gate_families.png
(4 px per micron)
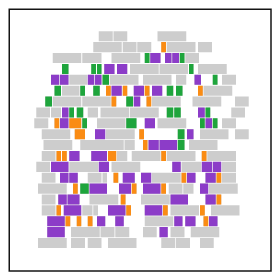
metal_stack.png
(4 px per micron)
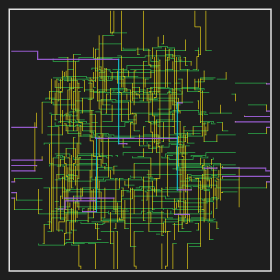
--- src/rtl/serial_add_seq.sv ---
// Bit-serial adder: drives one full-adder cell for WIDTH cycles, LSB first, to form
// a+b+carry_in. Start/busy/done handshake; the result holds until the next operation completes.
module serial_add_seq #(
  parameter int WIDTH = 8
) (
  input  logic             clk,
  input  logic             reset,
  input  logic             start,
  input  logic [WIDTH-1:0] a,
  input  logic [WIDTH-1:0] b,
  input  logic             carry_in,
  output logic             busy,
  output logic             done,
  output logic [WIDTH-1:0] sum,
  output logic             carry
);

  localparam int CW = (WIDTH > 1) ? $clog2(WIDTH) : 1;
  localparam logic [CW-1:0] CNT_LAST = CW'(WIDTH - 1);
  localparam logic [CW-1:0] CNT_ONE  = CW'(1);

  typedef enum logic [1:0] {
    IDLE = 2'd0,
    RUN  = 2'd1,
    DONE = 2'd2
  } state_t;

  // One-bit full-adder cell: returns {carry, sum}.
  function automatic logic [1:0] full_add(input logic x, input logic y, input logic ci);
    full_add = {(x & y) | (x & ci) | (y & ci), x ^ y ^ ci};
  endfunction

  state_t           state_r, state_next_s;
  logic [WIDTH-1:0] a_sh_r, b_sh_r, psum_r, sum_r;
  logic [CW-1:0]    cnt_r;
  logic             cy_r, carry_r, busy_r, done_r;
  logic [1:0]       fa_s;
  logic [WIDTH-1:0] psum_shift_s;
  logic             last_bit_s;

  // Full-adder datapath and next-state decode.
  always_comb begin
    state_next_s  = state_r;
    fa_s          = full_add(a_sh_r[0], b_sh_r[0], cy_r);
    // Shift right, then drop the new sum bit into the MSB; also valid for WIDTH=1.
    psum_shift_s  = psum_r >> 1;
    psum_shift_s[WIDTH-1] = fa_s[0];
    last_bit_s    = (cnt_r == CNT_LAST);
    case (state_r)
      IDLE: begin
        if (start) state_next_s = RUN;
        else       state_next_s = IDLE;
      end
      RUN: begin
        if (last_bit_s) state_next_s = DONE;
        else            state_next_s = RUN;
      end
      DONE:    state_next_s = IDLE;
      default: state_next_s = IDLE;
    endcase
  end

  // State, operand shifters, carry, counter and result registers.
  always_ff @(posedge clk) begin
    if (reset) begin
      state_r <= IDLE;
      busy_r  <= 1'b0;
      done_r  <= 1'b0;
      a_sh_r  <= '0;
      b_sh_r  <= '0;
      psum_r  <= '0;
      cy_r    <= 1'b0;
      cnt_r   <= '0;
      sum_r   <= '0;
      carry_r <= 1'b0;
    end else begin
      state_r <= state_next_s;
      busy_r  <= (state_next_s == RUN);
      done_r  <= (state_next_s == DONE);
      case (state_r)
        IDLE: begin
          if (start) begin
            a_sh_r <= a;
            b_sh_r <= b;
            cy_r   <= carry_in;
            cnt_r  <= '0;
            psum_r <= '0;
          end
        end
        RUN: begin
          a_sh_r <= a_sh_r >> 1;
          b_sh_r <= b_sh_r >> 1;
          psum_r <= psum_shift_s;
          cy_r   <= fa_s[1];
          if (last_bit_s) begin
            sum_r   <= psum_shift_s;
            carry_r <= fa_s[1];
          end else begin
            cnt_r <= cnt_r + CNT_ONE;
          end
        end
        default: begin
        end
      endcase
    end
  end

  assign busy  = busy_r;
  assign done  = done_r;
  assign sum   = sum_r;
  assign carry = carry_r;

endmodule

--- config.mk ---
export PLATFORM = sky130hd
export DESIGN_NAME = serial_add_seq
export DESIGN_NICKNAME = d
export VERILOG_FILES = /design/src/rtl/serial_add_seq.sv
export SDC_FILE = /design/constraint.sdc
export NUM_CORES = 1
export LEC_CHECK = 0
export CAP_MARGIN = 30
export CORE_MARGIN = 5
export CORE_UTILIZATION = 54
export DETAILED_ROUTE_END_ITERATION = 7
export PLACE_DENSITY_LB_ADDON = 0.3
export SLEW_MARGIN = 20
export SYNTH_ARGS = -nofsm -noshare
export SYNTH_HDL_FRONTEND = slang
export SYNTH_SLANG_ARGS = --single-unit
--- constraint.sdc ---
create_clock -name clk -period 2.6 [get_ports clk]
set_input_delay 0.78 -clock clk [delete_from_list [all_inputs] [get_ports clk]]
set_output_delay 0.78 -clock clk [all_outputs]
set_load 0.01 [all_outputs]
==> deck_impl_summary.md <==
Physical Implementation Snapshot

Setup path
  • Slowest CP cell: clkdlybuf4s50_1
  • CP max stage delay: 0.54 ns
  • Crit path to: sum[0]
  • CP Buf/Inv Count: 1
  • Critical path cell sequence: clkdlybuf4s50_1
  • Top delay family on crit path: buffers and inverters
  • Startpoint Class: flop
  • Worst flop-to-flop path endpoint: sum[2]
  • Worst r2r src: cnt_r[0]
  • CP required: 1.82 ns
  • R2r setup slk: 0.73 ns
  • CP endpoint kind: output port
  • Crit Path Category: flop to output port
  • Largest fanout on the critical path: 2
  • Crit path DAT: 1.25 ns

Yosys
  • Top cells by count: dfxtp_1 (40), nor2_1 (30), nand3_1 (13)
  • Xor/xnor share of the synthesized area: 0%
  • #FFs+latches synth: 40
  • Area fraction in mux cells: 0%
  • Yosys cell types: 26
  • Yosys Chip Area: 0.00164 sq mm
  • Seq share, synth: 48.9%
  • EDFF count, synth: 0
  • Yosys cell count: 177
  • Basic Gates by Area: 15.8%
  • Avg Inst Size Synth: 9.25 sq um
  • Synth area leaders: dfxtp_1 (49%), a211oi_2 (7.6%), nor2_1 (6.9%)
  • Dominant flop cell: dfxtp_1
  • Post-Synthesis Cells: 177
  • Cell area after synthesis: 0.00164 sq mm
  • Yosys aoi share: 26.7%
  • Adder Share, Synth: 2.75%

Power
  • Switch share: 23.6%
  • P_seq: 0.663 mW
  • Pint: 0.967 mW
  • Pwr dens: 633 mW/mm^2
  • Clock share of power: 36.6%
  • Leak pwr: 0.705 nW
  • Pwr top: sequential cells
  • Combinational Power Share: 11.0%
  • Total power: 1.27 mW
  • Reg power frac: 52.4%

Detailed routing
  • Post-DRT Antenna Nets: 0
  • DRT iter0 DRCs: 86
  • Met3 routed WL: 159 microns
  • Drt drc: 0
  • Highest routed layer: met4
  • M1 WL: 1.59 mm
  • Via count: 1357
  • DRT Wirelength: 3.41 mm
  • Vias/cell: 5.80
  • WL met2: 1.60 mm
  • Wire per inst: 14.6 microns

Placement
  • GPL Wtd Cong: 0.780
  • Placed Instances: 226
  • Port Buffers: 30
  • Dpl ws: 0.361 ns
  • Cell Area, Placed: 0.00191 sq mm

Worst hold path
  • Worst Hold Launch: sum[7]
  • Hold/Removal Path Class: flop to flop
  • Worst hold path endpoint: sum[7]

Timing
  • Fmax: 492 MHz
  • Relative slew slack: 58.2%
  • Post-route minimum period: 2.03 ns
  • Hold slack: 0.460 ns
  • Final setup viols: 0
  • Final worst setup slack: 0.569 ns
  • Setup TNS: 0 ns
  • Final worst path period share: 78.1%
  • RSZ-0062 raised after global routing: no
  • Final Max Slew Viols: 0

Global routing
  • GRT Residual Overflow: 0
  • GRT busiest layer: met2
  • Met3 Use GR: 4.68%
  • Largest net degree at the start of global routing: 41
  • Met2 GRT Util: 28.9%
  • Vias in the first global route: 1354
  • GRT met1 Usage: 22.5%
  • Antenna violations before repair: 0
  • First-pass GRT wire length: 5.93 mm

Clocking
  • Hold_buf cts: 0
  • CTS max path bufs: 2
  • Clock slew at reported path FFs: 0.12 ns
  • CTS tree: done
  • Clock sink total: 40
  • Clk root buf: clkbuf_4
  • Late-Pin Clk Latency: 0.35 ns
  • Num CTS Buffers: 5

Floorplan
  • Core Area: 0.00298 sq mm
  • Cell row count: 20
  • Die span in y: 65.1 microns
  • Die area: 0.00423 sq mm
  • # IOs: 31
  • Initial core utilization: 55.0%

Finish
  • Nets: 223
  • Layout area overhead: 22.2%
  • Util after Layout: 67.2%
  • # diodes: 0
  • Top Layout Cells: dfxtp_1 (40), nor2_1 (30), clkdlybuf4s50_1 (30)
  • MI comb area: 741 sq um
  • Finished Layout Cells: 234
  • # fillers: 253

Job
  • Maximum Capacitance Violations: 0
  • Log Warnings: 26

Run status
  • Status: finished, final reports clean
Back to the opening pictures, gate_families.png:
- NOR gates: orange (cells 33; most used nor2_1)
- inverting AOI/OAI gates: purple (cells 55; most used o22ai_1)
- NAND gates: green (cells 27; most used nand3_1)

Back to the opening pictures, metal_stack.png:
- met4: cyan (wire length 61.2 microns)
- met3: purple (wire length 160 microns)
- met1: green (wire length 1590 microns)
- met2: yellow (wire length 1600 microns)

-- registers in the layout, summed over array words and instances, names as in the netlist --
| register | count |
|---|---|
| a_sh_r | 8 |
| b_sh_r | 8 |
| busy | 1 |
| carry | 1 |
| cnt_r | 3 |
| cy_r | 1 |
| done | 1 |
| psum_r | 7 |
| state_r | 2 |
| sum | 8 |
-- final cells by class --
| type | instances | area share [%] |
|---|---|---|
| clock buffers | 7 | 3.25 |
| inverters | 2 | 0.375 |
| well taps | 33 | 2.06 |
| clock inverters | 1 | 1.50 |
| multi-input cells | 119 | 37.0 |
| repair buffers | 32 | 15.8 |
| flip-flops and latches | 40 | 40.0 |
-- worst min-delay path, stage by stage, from the launching register on --
cell	delay (ns)
dfxtp_1	0.33
nand2_1	0.05
a21oi_1	0.05
Power figures rest on the tool's default switching activity, not on a simulated workload.
